pdn.png
Scale bar: 20 um. Pins as bars on the die edge. Tap cells in grey.
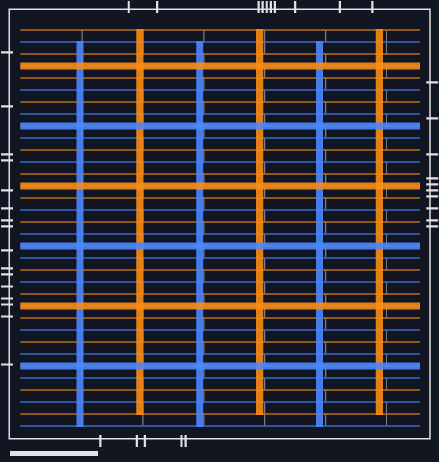
cell_classes.png
Scale bar: 20 um.
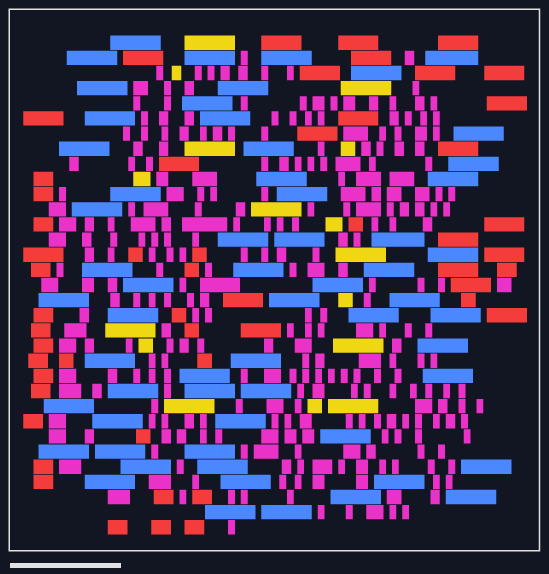
clock_map.png
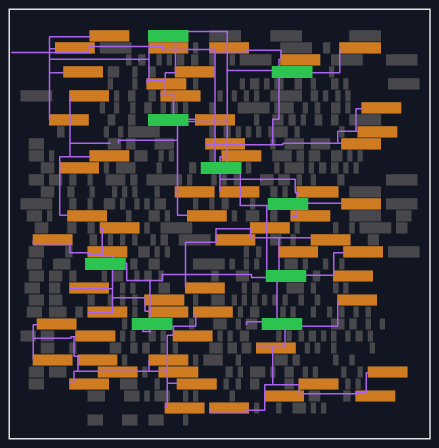
metal_stack.png
Scale bar: 20 um. Only two layers are drawn.
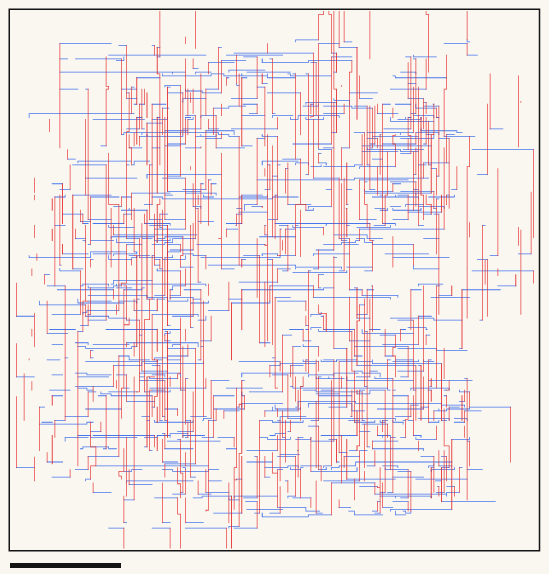
--- src/rtl/sumador_pkg.sv ---
// Shared definitions for the nibble-serial adder/subtractor with hex display:
// FSM state type, nibble width and the active-low 7-segment glyph table.
package sumador_pkg;

    localparam int NIBBLE = 4;

    typedef enum logic {
        ESPERA  = 1'b0,
        SUMANDO = 1'b1
    } estado_t;

    // Active-low segments, bit0 = a ... bit6 = g, index = hex value.
    localparam logic [6:0] GLIFOS [16] = '{
        7'b1000000,  // 0
        7'b1111001,  // 1
        7'b0100100,  // 2
        7'b0110000,  // 3
        7'b0011001,  // 4
        7'b0010010,  // 5
        7'b0000010,  // 6
        7'b1111000,  // 7
        7'b0000000,  // 8
        7'b0010000,  // 9
        7'b0001000,  // A
        7'b0000011,  // b
        7'b1000110,  // C
        7'b0100001,  // d
        7'b0000110,  // E
        7'b0001110   // F
    };

    localparam logic [6:0] SEG_CERO = 7'b1000000;

endpackage

--- src/rtl/sumador_secuencial_display_decodificador_hex_7seg.sv ---
// Combinational hex nibble to active-low 7-segment decoder.
module decodificador_hex_7seg
    import sumador_pkg::*;
(
    input  logic [3:0] nibble,
    output logic [6:0] segmentos
);

    assign segmentos = GLIFOS[nibble];

endmodule

--- src/rtl/sumador_secuencial_display.sv ---
// Nibble-serial ANCHO-bit adder/subtractor with valid/ready handshake and a
// time-multiplexed hex 7-segment display of the last completed result.
// Optional build macro SUPRIME_CEROS_EN: blank leading-zero digits.
module sumador_secuencial_display
    import sumador_pkg::*;
#(
    parameter int ANCHO       = 8,
    parameter int DIV_BARRIDO = 50000
) (
    input  logic               clk,
    input  logic               rst,
    input  logic               inicio,
    output logic               listo,
    input  logic               modo,
    input  logic [ANCHO-1:0]   X,
    input  logic [ANCHO-1:0]   Y,
    output logic [ANCHO-1:0]   resultado,
    output logic               acarreo,
    output logic               desbordamiento,
    output logic               valido,
    output logic [6:0]         segmentos,
    output logic [ANCHO/4-1:0] anodos
);

    localparam int DIGITOS = ANCHO / NIBBLE;
    localparam int IW      = (DIGITOS > 1) ? $clog2(DIGITOS) : 1;
    localparam int PW      = (DIV_BARRIDO > 1) ? $clog2(DIV_BARRIDO) : 1;
    localparam logic [IW-1:0] ULTIMO   = IW'(DIGITOS - 1);
    localparam logic [PW-1:0] PRESC_FIN = PW'(DIV_BARRIDO - 1);

    generate
        if (ANCHO < NIBBLE || (ANCHO % NIBBLE) != 0) begin : g_err_ancho
            $error("ANCHO must be a multiple of 4 and at least 4");
        end
        if (DIV_BARRIDO < 1) begin : g_err_div
            $error("DIV_BARRIDO must be at least 1");
        end
    endgenerate

    estado_t          estado;
    logic [ANCHO-1:0] op_a, op_b, trabajo, trabajo_sig;
    logic             carry;
    logic [IW-1:0]    k;
    logic [3:0]       nib_a, nib_b;
    logic [4:0]       suma;
    logic [3:0]       suma_baja;
    logic             c_msb;

    assign listo = (estado == ESPERA);

    // One nibble slice of the add; the low 3-bit partial gives the carry into bit 3.
    always_comb begin
        nib_a       = op_a[int'(k)*NIBBLE +: NIBBLE];
        nib_b       = op_b[int'(k)*NIBBLE +: NIBBLE];
        suma        = {1'b0, nib_a} + {1'b0, nib_b} + {4'b0, carry};
        suma_baja   = {1'b0, nib_a[2:0]} + {1'b0, nib_b[2:0]} + {3'b0, carry};
        c_msb       = suma_baja[3];
        trabajo_sig = trabajo;
        trabajo_sig[int'(k)*NIBBLE +: NIBBLE] = suma[3:0];
    end

    // Handshake FSM: latch operands, chain carry nibble by nibble, publish on last slice.
    always_ff @(posedge clk or posedge rst) begin
        if (rst) begin
            estado         <= ESPERA;
            op_a           <= '0;
            op_b           <= '0;
            trabajo        <= '0;
            carry          <= 1'b0;
            k              <= '0;
            resultado      <= '0;
            acarreo        <= 1'b0;
            desbordamiento <= 1'b0;
            valido         <= 1'b0;
        end else begin
            valido <= 1'b0;
            case (estado)
                ESPERA: begin
                    if (inicio) begin
                        op_a   <= X;
                        op_b   <= modo ? ~Y : Y;
                        carry  <= modo;
                        k      <= '0;
                        estado <= SUMANDO;
                    end
                end
                SUMANDO: begin
                    trabajo <= trabajo_sig;
                    carry   <= suma[4];
                    if (k == ULTIMO) begin
                        resultado      <= trabajo_sig;
                        acarreo        <= suma[4];
                        desbordamiento <= c_msb ^ suma[4];
                        valido         <= 1'b1;
                        estado         <= ESPERA;
                    end else begin
                        k <= k + 1'b1;
                    end
                end
                default: estado <= ESPERA;
            endcase
        end
    end

    // ---------------- display ----------------
    logic [PW-1:0]      presc;
    logic [IW-1:0]      digito;
    logic [DIGITOS-1:0] encendido;
    logic [3:0]         nib_disp;
    logic [6:0]         seg_dec;

    assign nib_disp = resultado[int'(digito)*NIBBLE +: NIBBLE];

    decodificador_hex_7seg u_dec (
        .nibble    (nib_disp),
        .segmentos (seg_dec)
    );

`ifdef SUPRIME_CEROS_EN
    logic hay_cifra;
    // A digit is lit if it or any higher nibble is non-zero; digit 0 always lit.
    always_comb begin
        encendido = '0;
        hay_cifra = 1'b0;
        for (int d = DIGITOS - 1; d >= 0; d--) begin
            hay_cifra    = hay_cifra | (resultado[d*NIBBLE +: NIBBLE] != 4'h0);
            encendido[d] = hay_cifra || (d == 0);
        end
    end
`else
    assign encendido = '1;
`endif

    // Scan prescaler and digit pointer; anodes and segments registered together.
    always_ff @(posedge clk or posedge rst) begin
        if (rst) begin
            presc     <= '0;
            digito    <= '0;
            anodos    <= ~DIGITOS'(1);
            segmentos <= SEG_CERO;
        end else begin
            if (presc == PRESC_FIN) begin
                presc  <= '0;
                digito <= (digito == ULTIMO) ? '0 : digito + 1'b1;
            end else begin
                presc <= presc + 1'b1;
            end
            anodos    <= ~(DIGITOS'(1) << digito) | ~encendido;
            segmentos <= seg_dec;
        end
    end

endmodule

--- config.mk ---
export PLATFORM = sky130hd
export DESIGN_NAME = sumador_secuencial_display
export DESIGN_NICKNAME = d
export VERILOG_FILES = /design/src/rtl/sumador_pkg.sv /design/src/rtl/sumador_secuencial_display_decodificador_hex_7seg.sv /design/src/rtl/sumador_secuencial_display.sv
export SDC_FILE = /design/constraint.sdc
export NUM_CORES = 1
export LEC_CHECK = 0
export ABC_AREA = 1
export CELL_PAD_IN_SITES_DETAIL_PLACEMENT = 1
export CELL_PAD_IN_SITES_GLOBAL_PLACEMENT = 1
export CORE_AREA = 2 2 93 95
export CTS_BUF_LIST = sky130_fd_sc_hd__clkbuf_16
export DETAILED_ROUTE_END_ITERATION = 10
export DIE_AREA = 0 0 95 97
export PLACE_DENSITY_LB_ADDON = 0.12
export SYNTH_ARGS = -nofsm -noshare
export SYNTH_HDL_FRONTEND = slang
export SYNTH_SLANG_ARGS = --single-unit
--- constraint.sdc ---
create_clock -name clk -period 2.3 [get_ports clk]
set_clock_uncertainty 0.2 [all_clocks]
set_input_delay 0.69 -clock clk [delete_from_list [all_inputs] [get_ports clk]]
set_output_delay 0.69 -clock clk [all_outputs]
set_load 0.1 [all_outputs]
==> summary.txt <==
yosys + openroad results -> outcome=complete, no violations, Net Switching=3030 uW, DRT antenna net count=0, final net count=around 440, M1 WL=around 3000 um, CP endpoint kind=flip-flop, wire per inst=between 10 and 15 um, H-tree depth=3, hold path cells=2, CP max stage cell=fa_1, Critical Path AT=2190 ps, Resize count post-CTS=0, wire length on met2=3780 um, DR vias/cell=4.71, clk buf depth=2, worst-path maximum fanout=7, Most Crowded Layer GR=met2, I/O Pins=41, Switching Share=47.1%, Gate Count Post-Synth=349, Top cell excl fill/tap=nand2_1, Comb pwr share=54.3%, Distinct lib cells used=27, final max-slew violation count=0, Final GP Congestion=0.849, die span in y=97 um, setup TNS=0 ps, share of cells above drive strength 1=between 15 and 20%, Seq pwr share=26.5%
About pdn.png:
legend:
  VDD:
    colour: orange
  VSS:
    colour: blue
met5 straps: 6
met1 rails: 34

About cell_classes.png:
legend:
  all other logic:
    colour: magenta
    cells: 284
  other buffers and delay cells:
    colour: red
    cells: 52
  clock drivers and dummy loads:
    colour: yellow
    cells: 16
  flip-flops:
    colour: blue
    cells: 60
CORE AREA: 8130 sq um
flop share of the area: 36.8%

About clock_map.png:
legend:
  cells driving clock nets:
    colour: green
    count: 9
  flip-flops:
    colour: orange
    count: 60
  clock wires:
    colour: purple
    length: 915 um
flops lie: all over the die

About metal_stack.png:
legend:
  met2:
    colour: red
    wire_length: 3,780 um
  met1:
    colour: blue
    wire_length: 3,030 um

worst max path at each step:
stage                     slack (ps)          start  depth (start not counted)                         end
final                            170  k$_DFFE_PP0P_                          9  desbordamiento$_DFFE_PP0P_
after global routing              30  k$_DFFE_PP0P_                         10  desbordamiento$_DFFE_PP0P_
after CTS                         90  k$_DFFE_PP0P_                          9  desbordamiento$_DFFE_PP0P_
after detailed placement          80         inicio                          5         op_b[6]$_DFFE_PP0P_
after global placement           160         inicio                          3         op_a[3]$_DFFE_PP0P_
after floorplan                   70  k$_DFFE_PP0P_                         10  desbordamiento$_DFFE_PP0P_
sequential cells by signal, summed over array words and instances, names as in the netlist:
| name | flops |
|---|---|
| op_b | 8 |
| trabajo | 4 |
| resultado | 8 |
| acarreo | 1 |
| anodos | 2 |
| segmentos | 7 |
| digito | 1 |
| presc | 16 |
| valido | 1 |
| estado | 1 |
| carry | 1 |
| k | 1 |
| desbordamiento | 1 |
| op_a | 8 |
worst max-delay path: cells and delay by family (launching register included):
family | cells | cell delay (ps)
fa+ha+maj | 2 | 830
flops | 1 | 430
compound gates | 2 | 180
simple gates | 5 | 410
kinds of logic (layout without fill, tap and decap cells):
logic type	count (synthesis)	in the layout	synth area share, %
fa+ha+maj	12	12	5.57
mux	5	5	1.90
compound gates	40	40	7.13
buf+inv	43	106	5.65
simple gates	171	171	23.7
flops	60	60	50.7
xor+xnor	18	18	5.32
synthesized netlist by cell type, drive strengths merged:
cell type / n / share of area (%)
o21bai: 1 / 0.25
nand3: 16 / 2.7
dfstp: 2 / 1.8
or2: 1 / 0.21
xnor2: 8 / 2.4
buf: 4 / 0.68
fa: 2 / 1.4
nor2: 41 / 5.7
o22ai: 1 / 0.21
xor2: 10 / 3.0
a21oi: 4 / 0.68
nand2: 111 / 15
ha: 10 / 4.2
mux2: 5 / 1.9
clkbuf: 1 / 0.13
o211ai: 3 / 0.76
o21ai: 31 / 5.2
nor3: 1 / 0.34
nand4: 1 / 0.21
clkinv: 1 / 0.17
inv: 37 / 4.7
dfrtp: 58 / 49
metrics by stage:
step | hold WS (ps) | area (sq um) | power, uW | cells
5_1_grt | 311 | 4080 | 6890 | 517
3_3_place_gp | 272 | 3800 | 5120 | 501
2_1_floorplan | 250 | 2970 | 3930 | 349
4_1_cts | 289 | 4080 | 6540 | 517
6_report | 287 | 4080 | 6440 | 517
3_5_place_dp | 275 | 3800 | 5240 | 501
power groups by stage:
| stage | clock network (uW) | registers, uW | logic (uW) |
|---|---|---|---|
| 5_1_grt | 1320 | 1750 | 3820 |
| 3_5_place_dp | 0 | 1730 | 3510 |
| 3_3_place_gp | 0 | 1720 | 3400 |
| 4_1_cts | 1280 | 1720 | 3540 |
| 6_report | 1240 | 1710 | 3500 |
| 2_1_floorplan | 0 | 2610 | 1320 |
layout make-up:
| type | instances | area [sq um] |
|---|---|---|
| timing repair buffer | 52 | 726 |
| sequential | 60 | 1500 |
| multi-input combinational | 246 | 1300 |
| clock inverter | 7 | 52.6 |
| fill | 920 | 4050 |
| clock buffer | 9 | 225 |
| inverter | 38 | 148 |
| tap | 105 | 131 |
Power figures rest on the tool's default switching activity, not on a simulated workload.
